Figure 1. The metal 1 layer (run 1).
(1.5 px per um) Supply wires on this layer in gray.
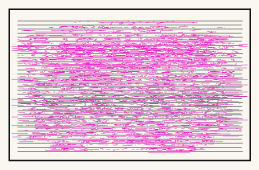
Figure 2. Metal 3 (run 1).
(3 px per um) Cells faint in the background.
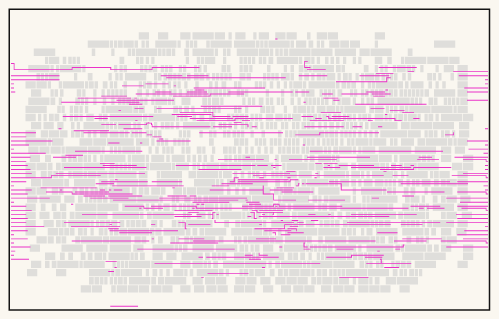
Figure 3. Clock distribution (run 1).
(2 px per um)
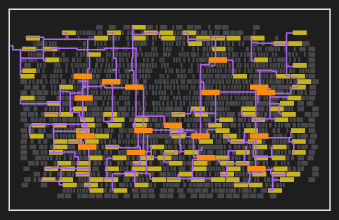
Figure 4. The clock network (run 1).
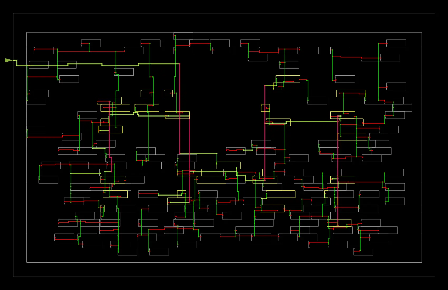
**src/rtl/wsa_pkg.sv**
```systemverilog
// Shared types and helpers for the wsa fork/join datapath.
package wsa_pkg;
  localparam int WSA_WIDTH = 32;

  typedef logic [WSA_WIDTH-1:0] wsa_word_t;
  typedef logic [WSA_WIDTH:0]   wsa_sum_t;

  // Returns 1 when the or/and/xor triple could not come from one operand pair.
  function automatic logic wsa_consistent(wsa_word_t o, wsa_word_t a, wsa_word_t x);
    return ((o & ~a) != x) | ((a & ~o) != '0);
  endfunction
endpackage

```
**src/rtl/wsa_join_if.sv**
```systemverilog
// Three-channel wsa result bus plus the joined sum output.
interface wsa_join_if #(parameter int WIDTH = wsa_pkg::WSA_WIDTH);
  logic [WIDTH-1:0] or_data;
  logic             or_vld;
  logic             or_rdy;
  logic [WIDTH-1:0] and_data;
  logic             and_vld;
  logic             and_rdy;
  logic [WIDTH-1:0] xor_data;
  logic             xor_vld;
  logic             xor_rdy;
  logic [WIDTH:0]   sum_data;
  logic             sum_err;
  logic             sum_vld;
  logic             sum_rdy;

  modport master (
    output or_data, or_vld, and_data, and_vld, xor_data, xor_vld, sum_rdy,
    input  or_rdy, and_rdy, xor_rdy, sum_data, sum_err, sum_vld
  );

  modport slave (
    input  or_data, or_vld, and_data, and_vld, xor_data, xor_vld, sum_rdy,
    output or_rdy, and_rdy, xor_rdy, sum_data, sum_err, sum_vld
  );
endinterface

```
**src/rtl/wsa_hold_slot.sv**
```systemverilog
// One-entry hold register; accepts a new token in the same cycle it is released.
module wsa_hold_slot import wsa_pkg::*; #(
  parameter int WIDTH = WSA_WIDTH
) (
  input  logic             clk,
  input  logic             rst,
  input  logic [WIDTH-1:0] data_i,
  input  logic             vld_i,
  output logic             rdy_o,
  input  logic             rel_i,
  output logic [WIDTH-1:0] data_o,
  output logic             vld_o
);
  logic [WIDTH-1:0] data_q;
  logic             vld_q;

  assign rdy_o  = ~vld_q | rel_i;
  assign data_o = data_q;
  assign vld_o  = vld_q;

  always_ff @(posedge clk) begin
    if (rst) begin
      data_q <= '0;
      vld_q  <= 1'b0;
    end else if (vld_i & rdy_o) begin
      data_q <= data_i;
      vld_q  <= 1'b1;
    end else if (rel_i) begin
      vld_q  <= 1'b0;
    end
  end
endmodule

```
**src/rtl/wsa_join.sv**
```systemverilog
// Joins or/and/xor streams into a+b with a consistency flag.
// Optional saturating error counter: define WSA_JOIN_ERRCNT_EN.
module wsa_join import wsa_pkg::*; #(
  parameter int WIDTH = WSA_WIDTH,
  parameter int CNT_W = 16
) (
  input  logic             clk,
  input  logic             rst,
  wsa_join_if.slave        bus
`ifdef WSA_JOIN_ERRCNT_EN
  ,
  output logic [CNT_W-1:0] err_cnt
`endif
);
  logic [WIDTH-1:0] or_h, and_h, xor_h;
  logic             or_hv, and_hv, xor_hv;
  logic             join_fire;

  logic [WIDTH:0]   sum_data_q, sum_data_d;
  logic             sum_err_q, sum_err_d;
  logic             sum_vld_q, sum_vld_d;

  // Output slot frees up either when empty or when drained this cycle.
  assign join_fire = or_hv & and_hv & xor_hv & (~sum_vld_q | bus.sum_rdy);

  wsa_hold_slot #(.WIDTH(WIDTH)) u_or (
    .clk, .rst, .data_i(bus.or_data), .vld_i(bus.or_vld), .rdy_o(bus.or_rdy),
    .rel_i(join_fire), .data_o(or_h), .vld_o(or_hv)
  );
  wsa_hold_slot #(.WIDTH(WIDTH)) u_and (
    .clk, .rst, .data_i(bus.and_data), .vld_i(bus.and_vld), .rdy_o(bus.and_rdy),
    .rel_i(join_fire), .data_o(and_h), .vld_o(and_hv)
  );
  wsa_hold_slot #(.WIDTH(WIDTH)) u_xor (
    .clk, .rst, .data_i(bus.xor_data), .vld_i(bus.xor_vld), .rdy_o(bus.xor_rdy),
    .rel_i(join_fire), .data_o(xor_h), .vld_o(xor_hv)
  );

  always_comb begin
    sum_data_d = sum_data_q;
    sum_err_d  = sum_err_q;
    sum_vld_d  = sum_vld_q;
    if (join_fire) begin
      // a+b = (a^b) + 2(a&b); the extra bit absorbs the carry out.
      sum_data_d = {1'b0, xor_h} + {and_h, 1'b0};
      sum_err_d  = ((or_h & ~and_h) != xor_h) | ((and_h & ~or_h) != '0);
      sum_vld_d  = 1'b1;
    end else if (sum_vld_q & bus.sum_rdy) begin
      sum_vld_d  = 1'b0;
    end
  end

  always_ff @(posedge clk) begin
    if (rst) begin
      sum_data_q <= '0;
      sum_err_q  <= 1'b0;
      sum_vld_q  <= 1'b0;
    end else begin
      sum_data_q <= sum_data_d;
      sum_err_q  <= sum_err_d;
      sum_vld_q  <= sum_vld_d;
    end
  end

  assign bus.sum_data = sum_data_q;
  assign bus.sum_err  = sum_err_q;
  assign bus.sum_vld  = sum_vld_q;

`ifdef WSA_JOIN_ERRCNT_EN
  logic [CNT_W-1:0] err_cnt_q, err_cnt_d;

  always_comb begin
    err_cnt_d = err_cnt_q;
    if (sum_vld_q & bus.sum_rdy & sum_err_q & ~(&err_cnt_q))
      err_cnt_d = err_cnt_q + 1'b1;
  end

  always_ff @(posedge clk) begin
    if (rst) err_cnt_q <= '0;
    else     err_cnt_q <= err_cnt_d;
  end

  assign err_cnt = err_cnt_q;
`endif
endmodule

```
**src/flat_wrapper.sv**
```systemverilog
// flat-port wrapper written by rule: the top's interface ports become plain ports
module wsa_join_flat import wsa_pkg::*;
#(
  parameter int WIDTH = WSA_WIDTH,
  parameter int CNT_W = 16
)
  (clk, rst, bus_or_data, bus_or_vld, bus_and_data, bus_and_vld, bus_xor_data, bus_xor_vld, bus_sum_rdy, bus_or_rdy, bus_and_rdy, bus_xor_rdy, bus_sum_data, bus_sum_err, bus_sum_vld);
  wsa_join_if #(.WIDTH(WIDTH)) bus_i ();
  input  logic clk;
  input  logic rst;
  input wire logic [$bits(bus_i.or_data)-1:0] bus_or_data;
  input wire logic [$bits(bus_i.or_vld)-1:0] bus_or_vld;
  input wire logic [$bits(bus_i.and_data)-1:0] bus_and_data;
  input wire logic [$bits(bus_i.and_vld)-1:0] bus_and_vld;
  input wire logic [$bits(bus_i.xor_data)-1:0] bus_xor_data;
  input wire logic [$bits(bus_i.xor_vld)-1:0] bus_xor_vld;
  input wire logic [$bits(bus_i.sum_rdy)-1:0] bus_sum_rdy;
  output wire logic [$bits(bus_i.or_rdy)-1:0] bus_or_rdy;
  output wire logic [$bits(bus_i.and_rdy)-1:0] bus_and_rdy;
  output wire logic [$bits(bus_i.xor_rdy)-1:0] bus_xor_rdy;
  output wire logic [$bits(bus_i.sum_data)-1:0] bus_sum_data;
  output wire logic [$bits(bus_i.sum_err)-1:0] bus_sum_err;
  output wire logic [$bits(bus_i.sum_vld)-1:0] bus_sum_vld;
  assign bus_i.or_data = bus_or_data;
  assign bus_i.or_vld = bus_or_vld;
  assign bus_i.and_data = bus_and_data;
  assign bus_i.and_vld = bus_and_vld;
  assign bus_i.xor_data = bus_xor_data;
  assign bus_i.xor_vld = bus_xor_vld;
  assign bus_i.sum_rdy = bus_sum_rdy;
  assign bus_or_rdy = bus_i.or_rdy;
  assign bus_and_rdy = bus_i.and_rdy;
  assign bus_xor_rdy = bus_i.xor_rdy;
  assign bus_sum_data = bus_i.sum_data;
  assign bus_sum_err = bus_i.sum_err;
  assign bus_sum_vld = bus_i.sum_vld;
  wsa_join #(.WIDTH(WIDTH), .CNT_W(CNT_W)) u_core (.clk(clk), .rst(rst), .bus(bus_i));
endmodule
```
**config.mk**
```make
export PLATFORM = sky130hd
export DESIGN_NAME = wsa_join_flat
export DESIGN_NICKNAME = d
export VERILOG_FILES = /design/src/rtl/wsa_pkg.sv /design/src/rtl/wsa_join_if.sv /design/src/rtl/wsa_hold_slot.sv /design/src/rtl/wsa_join.sv /design/src/flat_wrapper.sv
export SDC_FILE = /design/constraint.sdc
export NUM_CORES = 1
export LEC_CHECK = 0
export ABC_AREA = 1
export CORE_ASPECT_RATIO = 0.6
export CORE_MARGIN = 5
export CORE_UTILIZATION = 58
export CTS_BUF_LIST = sky130_fd_sc_hd__clkbuf_16
export DETAILED_ROUTE_END_ITERATION = 6
export PLACE_DENSITY = 0.94
export SYNTH_ARGS = -nofsm -noshare
export SYNTH_HDL_FRONTEND = slang
export SYNTH_SLANG_ARGS = --single-unit
```
**constraint.sdc**
```tcl
create_clock -name clk -period 3.62 [get_ports clk]
set_input_delay 0.724 -clock clk [delete_from_list [all_inputs] [get_ports clk]]
set_output_delay 0.724 -clock clk [all_outputs]
set_load 0.02 [all_outputs]
```
==> Changelog: implementation, run 1 <==
### Physical design

- Minimum clock period: 3010 ps
- Post-DR wirelength/cell: approximately 16 um
- Tap cells: roughly 170
- Slowest stage delay, CP: between 500 and 600 ps
- Fmax: approximately 0.33 GHz
- Compound Share, Synth: 14.5%
- Metal2 WL: between 10000 and 15000 um
- CTS tree: built
- Internal Power: ~0.0032 W
- Hold crit path type: reg -> reg
- Bufs and invs on worst path: 3
- Chip Area: between 15000 and 20000 um2
- Critical path origin: bus_sum_rdy
- Initial antenna violation count: 1
- Std-Cell Rows: 32
- Die Ht: 99.8 um
- Routability Congestion: 0.984
- Sequential logic power: ~0.0017 W
- I/O Pins: roughly 140
- WHS Endpoint: u_core.u_or.data_o[17]
- Slew @ Worst Pin: ~600 ps
- Levels on crit path: 6
- Slew margin rel.: 60.2%
- Placed Cells incl. Taps: around 1500
- Vias per cell: around 5.6
- CP Capture Type: primary output
- Leakage power: between 4 and 5 nW
- Fillers: between 900 and 1000
- GRT Max-Usage Layer: met2
- Comb power: approximately 0.00089 W
- Nets: approximately 1500
- Placed Area: about 9300 um2
- Buffer share of cell area: roughly 15%
- Pin count of the biggest net entering global routing: around 65
- Commonest cells in the netlist: nand2_1 (287), nor2_1 (220), inv_1 (195)
- Register share after synthesis: between 30 and 40%
- Initial drt markers: around 970
- Run status: finished, final reports clean
- Hold_sp: u_core.u_or.data_o[17]
- Reg2Reg Setup Slack: ~1300 ps
- Hold Slack: 479 ps
- Dpl hpwl: around 19000 um
- Xor+xnor area frac: around 4.0%
- Worst path top cell family by delay: buffers and inverters
- Final clock-cell share: around 6.6%
- Sequential share of power: a little under two fifths
- Cell count after synthesis: about 1200
- Number of enable flip-flop cells: 0
- Fp_density: about three fifths
- Crit path kind: in -> out
- Setup crit end: bus_and_rdy
- YS chip area: just under 8000 um2
- Flop share of the area: 27.0%
- Final WS setup: approximately 610 ps
- Core Region: 13000 um2
- Max power group: the clock network
- Cell area leaders: dfxtp_1 (34%), nand2_1 (14%), nor2_1 (11%)
- Grt total ovfl: 0
- Crit path max-delay cell type: clkdlybuf4s50_1
- Finished Cell Area: 9930 um2
- Final Non-Filler Cells: between 1500 and 2000
- Router iterations before antenna repair: 5
- Yosys stat cell total: between 1000 and 1500
- Final hold vios: 0
- Hold Buf Count CTS: 0
- Most instantiated library cell after synthesis: nand2_1
- Post-CTS setup buffers: 0
- Die width: between 150 and 200 um
- Top cell excl fill/tap: nand2_1
- Yosys warns: 0
- WP data required: 2900 ps
- Storage cell area: around 2700 um2
- Number of logic gates: a little under 900
- First-pass GRT wire length: ~41000 um
- Synth flops: 134
- Final setup viols: 0
- Vias in the first global route: 8130
- CTS max path bufs: 2
- CP most frequent cell: clkdlybuf4s50_1
- Worst Hold Depth: 2
- Met3 WL post-DR: between 3000 and 4000 um
- Port Buffers: about 140
- Asr flop ratio synth: 0%
- Fin Setup TNS: 0 ps
- Simple Share, Synth: 30.1%
- Syn avg cell area: around 6.3 um2
- Post-synth cell types: 33
- Drt drc: 0
- Synth Net Count: between 1000 and 1500
- Largest register FFs: 33
- Gate Area: roughly 4200 um2
- M1 WL: around 10000 um
- Top FF cell, synth: dfxtp_1
- Crit path DAT: around 2300 ps
- Worst setup SP type: primary input
- RSZ-0062 raised after global routing: no
- Top cell type's share of synthesized area: 34.4%
- Power Total: about 0.0045 W
- Slew Viols, Final: 0
-- Figure 1 (at the start) --
longest straight run	44.2 um
share of all routed wire	41%
wire length on this layer	10400 um
main direction	horizontal
M1 GR Usage: 40.8%
via count: 8670
Total Routed Length: 25500 um

-- Figure 2 (at the start) --
wire length on this layer	3200 um
main direction	horizontal
share of all routed wire	13%
met3 Use GR: 10.1%

-- Figure 3 (at the start) --
[clock drivers] orange | count: 17
[flip-flops] yellow | count: 134
[clock wires] purple | length: 1700 um
routed clock nets	18
clk_skew: 7.84 ps
Latency at later pin: 420 ps
Clock Power Share: 42.8%
Clock Power: 0.00193 W

-- Figure 4 (at the start) --
flop count: 134
Clock Sink Count: 134
clkbuf count: 17

Figure 5. Cell density map (run 1).
(2 px per um) 16 x 10 tiles, from white (low) to dark blue (high), 0 to 100% covered.
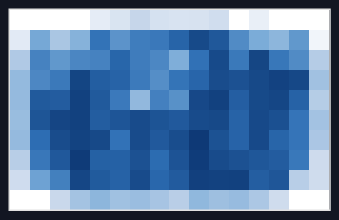

==> inputs of run 2 (changes only) <==
Settings changed: CORE_UTILIZATION 58 to 53, PLACE_DENSITY 0.94 to 0.87.
Clock period 3.62 ns to 2.9 ns, I/O delays scaled along.
Figure 6. Cell density map (run 2).
(3 px per um) 17 x 10 tiles, from white (low) to dark blue (high), 0 to 100% covered.
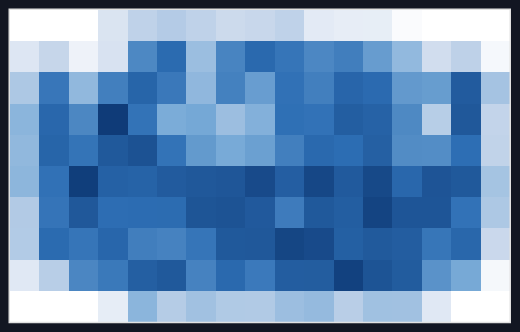
mean over tiles	56%
tiles over 75% full	37%
nearly empty tiles	6.5%
fullest tile	95%
fp_density: 53.8%
Core Region: 14500 um2
final core utilization: 68.8%

Figure 7. Metal 3 (run 2).
(4 px per um) Cells faint in the background.
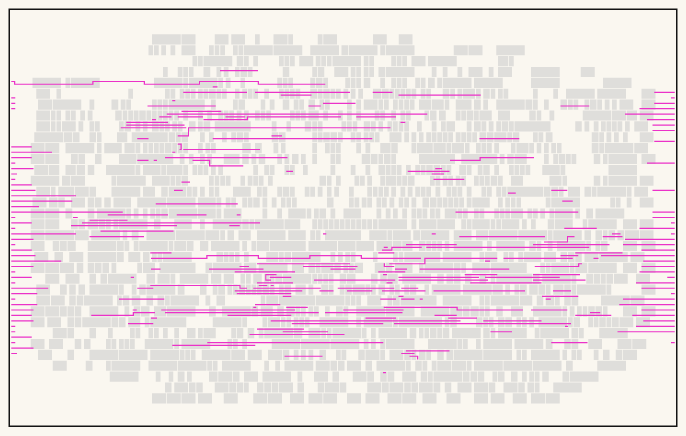
wire length on this layer	2490 um
share of all routed wire	10%
met3 Use GR: 7.14%
Total Routed Length: 24600 um

==> run 2 against run 1 <==
Clock skew rose by 3.6 ps. The flow now finishes with violations (DRC). Final cell count up 1.9%. Sequential power is 25% higher. Critical endpoint is now bus_or_rdy. Die size is 8.6% higher.
==> Changelog: implementation, run 2 <==
### Physical design

- Comb power: 0.00111 W (+24%)
- Worst path top cell family by delay: buffers and inverters
- Slew @ Worst Pin: 615 ps (+17.7 ps)
- Critical path origin: bus_sum_rdy
- Final setup viols: 0 (unchanged)
- Initial antenna violation count: 1 (unchanged)
- CTS max path bufs: 2 (unchanged)
- Flop count: 134 (unchanged)
- Slew margin rel.: 58.9% (-1.2 points)
- Cell count after synthesis: 1245 (unchanged)
- Final WS setup: 173 ps (-436 ps)
- Worst setup SP type: primary input
- Post-synth cell types: 33 (unchanged)
- Met3 WL post-DR: 2490 um (-22%)
- Syn avg cell area: 6.26 um2 (unchanged)
- Top cell excl fill/tap: nand2_1
- Top FF cell, synth: dfxtp_1
- Largest register FFs: 33 (unchanged)
- Fin Setup TNS: 0 ps (unchanged)
- Synth flops: 134 (unchanged)
- Chip Area: 17300 um2 (+8.6%)
- Yosys warns: 0 (unchanged)
- Slowest stage delay, CP: 560 ps (about the same)
- Tap cells: 198 (+16%)
- M1 GR Usage: 39.3% (-1.5 points)
- Commonest cells in the netlist: nand2_1 (287), nor2_1 (220), inv_1 (195)
- Via count: 8286 (-4.4%)
- Sequential share of power: 38.8% (+1.4 points)
- Leakage power: 4.87 nW (-0.20%)
- Synth Net Count: 1379 (unchanged)
- Die Ht: 104 um (+4.1%)
- YS chip area: 7790 um2 (unchanged)
- Clock Sink Count: 134 (unchanged)
- Simple Share, Synth: 30.1% (unchanged)
- Levels on crit path: 6 (unchanged)
- First-pass GRT wire length: 39600 um (-2.8%)
- Clk_skew: 11.4 ps (+3.60 ps)
- Hold crit path type: reg -> reg
- Failing checks: DRC
- Slew Viols, Final: 0 (unchanged)
- Router iterations before antenna repair: 7 (+2)
- Power Total: 0.00540 W (+20%)
- Die width: 167 um (+4.3%)
- Dpl hpwl: 18900 um (+0.71%)
- Crit path kind: in -> out
- Pin count of the biggest net entering global routing: 101 (+55%)
- Placed Area: 9360 um2 (+0.86%)
- WP data required: 2320 ps (-580 ps)
- CP most frequent cell: clkdlybuf4s50_1
- Compound Share, Synth: 14.5% (unchanged)
- RSZ-0062 raised after global routing: no
- Routability Congestion: 0.996 (+1.2%)
- Post-CTS setup buffers: 0 (unchanged)
- Grt total ovfl: 0 (unchanged)
- Worst Hold Depth: 2 (unchanged)
- Bufs and invs on worst path: 3 (unchanged)
- CP Capture Type: primary output
- Flop share of the area: 27.0% (-0.044 points)
- GRT Max-Usage Layer: met2
- Drt drc: 5 (+5)
- Clock Power: 0.00219 W (+13%)
- Nets: 1507 (+0.066%)
- Xor+xnor area frac: 4.05% (unchanged)
- Hold_sp: u_core.u_or.data_o[5]
- Top cell type's share of synthesized area: 34.4% (unchanged)
- Post-DR wirelength/cell: 15.5 um (-5.5%)
- Largest area contributor in the netlist: dfxtp_1
- Fillers: 1251 (+33%)
- CTS tree: built
- Final hold vios: 0 (unchanged)
- Register share after synthesis: 34.4% (unchanged)
- Final clock-cell share: 5.90% (-0.65 points)
- Number of enable flip-flop cells: 0 (unchanged)
- Crit path max-delay cell type: clkdlybuf4s50_1
- Crit path DAT: 2150 ps (-140 ps)
- WHS Endpoint: u_core.u_or.data_o[5]
- Vias per cell: 5.23 (-6.2%)
- Minimum clock period: ~2700 ps
- Hold Slack: 476 ps (-3.40 ps)
- I/O Pins: 140 (unchanged)
- Port Buffers: 139 (unchanged)
- Buffer share of cell area: 15.0% (+0.43 points)
- Metal2 WL: 10600 um (-5.1%)
- Clkbuf count: 17 (unchanged)
- M1 WL: 11200 um (+7.8%)
- Gate Area: 4190 um2 (unchanged)
- Initial drt markers: 831 (-15%)
- Finished Cell Area: 9950 um2 (+0.16%)
- Internal Power: 0.00364 W (+15%)
- Yosys stat cell total: 1245 (unchanged)
- Vias in the first global route: 7830 (-3.7%)
- Reg2Reg Setup Slack: 590 ps (-730 ps)
- Number of logic gates: 874 (unchanged)
- Run status: finished, violations left
Figure 8. Clock distribution (run 2).
(3 px per um)
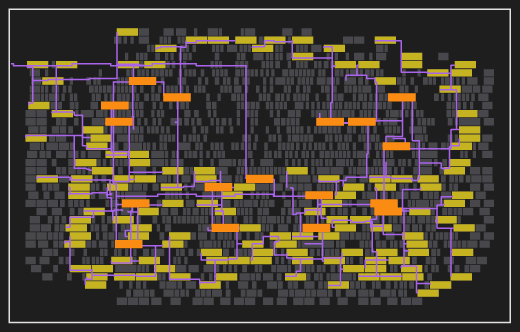
[clock drivers] orange | count: 17
[clock wires] purple | length: 1830 um
[flip-flops] yellow | count: 134
routed clock nets	18
flops lie	all over the die
Clock Power Share: 40.5%
Latency at later pin: 430 ps

Figure 9. The metal 1 layer (run 2).
(2 px per um) Supply wires on this layer in gray.
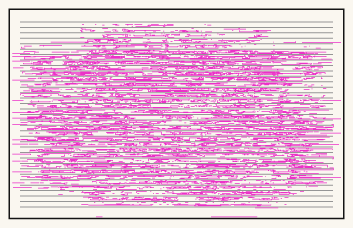

==> inputs of run 3 (changes only) <==
Settings changed: CTS_CLUSTER_DIAMETER from default to 80, MAX_ROUTING_LAYER from default to met4.
Figure 10. The metal 1 layer (run 3).
(2 px per um) Supply wires on this layer in gray.
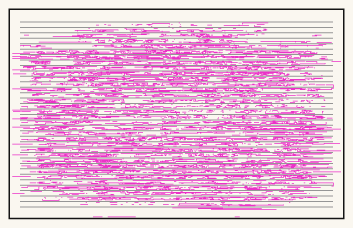
main direction	horizontal
longest straight run	54.7 um
share of all routed wire	45%
Total Routed Length: 24900 um
M1 GR Usage: 39.2%
via count: 8286

Figure 11. The clock network (run 3).
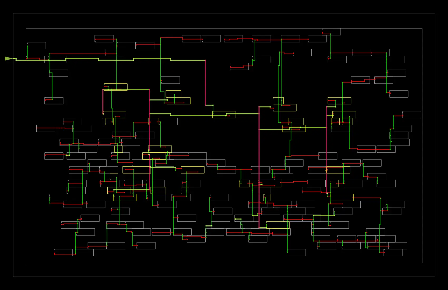
Clock Power: 0.00221 W
clk_skew: 11.2 ps
TritonCTS buffer count: 17

Figure 12. Metal 3 (run 3).
(4 px per um) Cells faint in the background.
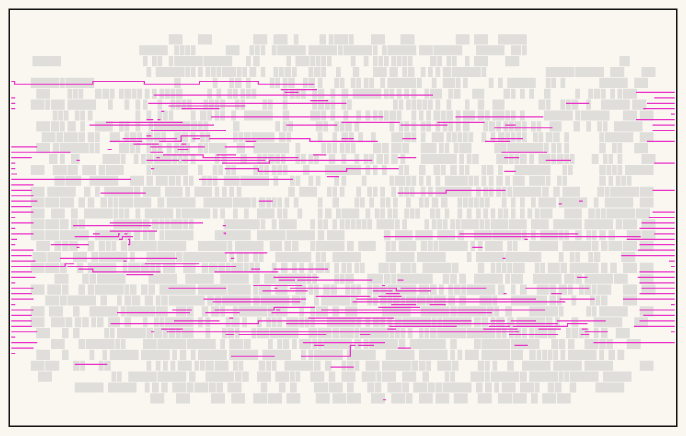
wire length on this layer	2620 um
main direction	horizontal
longest straight run	87.9 um
nets with wire on the layer	188
share of all routed wire	11%
met3 Use GR: 8.32%

==> run 3 against run 2 <==
The flow now finishes without violations. Die size stayed put. Hold slack hardly changed. Worst setup slack better by 15 ps. Cell area rose by 0.28%. Synthesized cell count did not move. Via count is the same. Sequential share of layout area decreased by 0.074 points. Non-clock buffer count decreased by 1. First-iteration DRC count is 8.4% higher. Highest routed layer is now met4.
==> Changelog: implementation, run 3 <==
### Physical design

- Run status: finished, final reports clean
- Tap cells: 198 (unchanged)
- Latency at later pin: 430 ps (about the same)
- Xor+xnor area frac: 4.05% (unchanged)
- Synth Net Count: 1379 (unchanged)
- Worst setup SP type: primary input
- Number of logic gates: 874 (unchanged)
- Chip Area: 17300 um2 (unchanged)
- Pin count of the biggest net entering global routing: 101 (unchanged)
- Final core utilization: 69.0% (+0.19 points)
- Finished Cell Area: 9970 um2 (+0.28%)
- Met3 WL post-DR: 2620 um (+5.3%)
- Crit path max-delay cell type: clkdlybuf4s50_1
- CTS tree: built
- Post-synth cell types: 33 (unchanged)
- I/O Pins: 140 (unchanged)
- Bufs and invs on worst path: 3 (unchanged)
- Placed Area: 9360 um2 (about the same)
- Core Region: 14500 um2 (unchanged)
- Port Buffers: 139 (unchanged)
- Drt drc: 0 (-5)
- CP most frequent cell: clkdlybuf4s50_1
- Vias in the first global route: 7684 (-1.9%)
- Final Non-Filler Cells: approximately 1600
- Top FF cell, synth: dfxtp_1
- WP data required: 2320 ps (about the same)
- Yosys stat cell total: 1245 (unchanged)
- Comb power: 0.00112 W (about the same)
- Pwr dens: ~540 nW/um2
- Levels on crit path: 6 (unchanged)
- Top cell type's share of synthesized area: 34.4% (unchanged)
- Flop count: 134 (unchanged)
- Worst Hold Depth: 2 (unchanged)
- Die width: 167 um (unchanged)
- YS chip area: 7790 um2 (unchanged)
- Synthesized-area fraction occupied by adder cells: under 10%
- Critical path origin: bus_sum_rdy
- Initial antenna violation count: 0 (-1)
- Slowest stage delay, CP: 560 ps (about the same)
- Cycle use final: 93.5%
- Fin Setup TNS: 0 ps (unchanged)
- M1 WL: 11200 um (+0.54%)
- Hold crit path type: reg -> reg
- Register share after synthesis: 34.4% (unchanged)
- Grt total ovfl: 0 (unchanged)
- Fp_density: 53.8% (unchanged)
- Final hold vios: 0 (unchanged)
- Nets: 1506 (-0.066%)
- Cell count after synthesis: 1245 (unchanged)
- Internal Power: 0.00366 W (+0.43%)
- Final clock-cell share: 6.11% (+0.21 points)
- Comb power frac: 20.6%
- Slew margin rel.: 60.9% (+2.0 points)
- Fillers: 1318 (+5.4%)
- Dpl hpwl: 19100 um (+1.3%)
- Hold Slack: 475 ps (-0.407 ps)
- Clkbuf count: 17 (unchanged)
- CTS max path bufs: 2 (unchanged)
- Metal2 WL: 10600 um (+0.42%)
- Minimum clock period: 2710 ps (-15.2 ps)
- RSZ-0062 raised after global routing: no
- Reg2Reg Setup Slack: 600 ps (about the same)
- Compound Share, Synth: 14.5% (unchanged)
- Crit path DAT: 2130 ps (-20 ps)
- Number of enable flip-flop cells: 0 (unchanged)
- Syn avg cell area: 6.26 um2 (unchanged)
- Synth flops: 134 (unchanged)
- Largest register FFs: 33 (unchanged)
- Vias per cell: 5.23 (about the same)
- Largest area contributor in the netlist: dfxtp_1
- Routability Congestion: 0.995 (-0.15%)
- Tool warnings: 28
- Initial drt markers: 901 (+8.4%)
- Post-CTS setup buffers: 0 (unchanged)
- Final setup viols: 0 (unchanged)
- Simple Share, Synth: 30.1% (unchanged)
- Crit path kind: in -> out
- Die Ht: 104 um (unchanged)
- Worst path top cell family by delay: buffers and inverters
- CP Capture Type: primary output
- Final WS setup: 188 ps (+15.2 ps)
- Sequential share of power: 38.6% (-0.2 points)
- Top cell excl fill/tap: nand2_1
- Power Total: 0.00543 W (+0.58%)
- Buffer share of cell area: 15.0% (about the same)
- First-pass GRT wire length: 39500 um (-0.14%)
- Slew @ Worst Pin: 582 ps (-33.5 ps)
- Leakage power: 4.87 nW (about the same)
- GRT Max-Usage Layer: met2
- Gate Area: 4190 um2 (unchanged)
Power figures rest on the tool's default switching activity, not on a simulated workload.
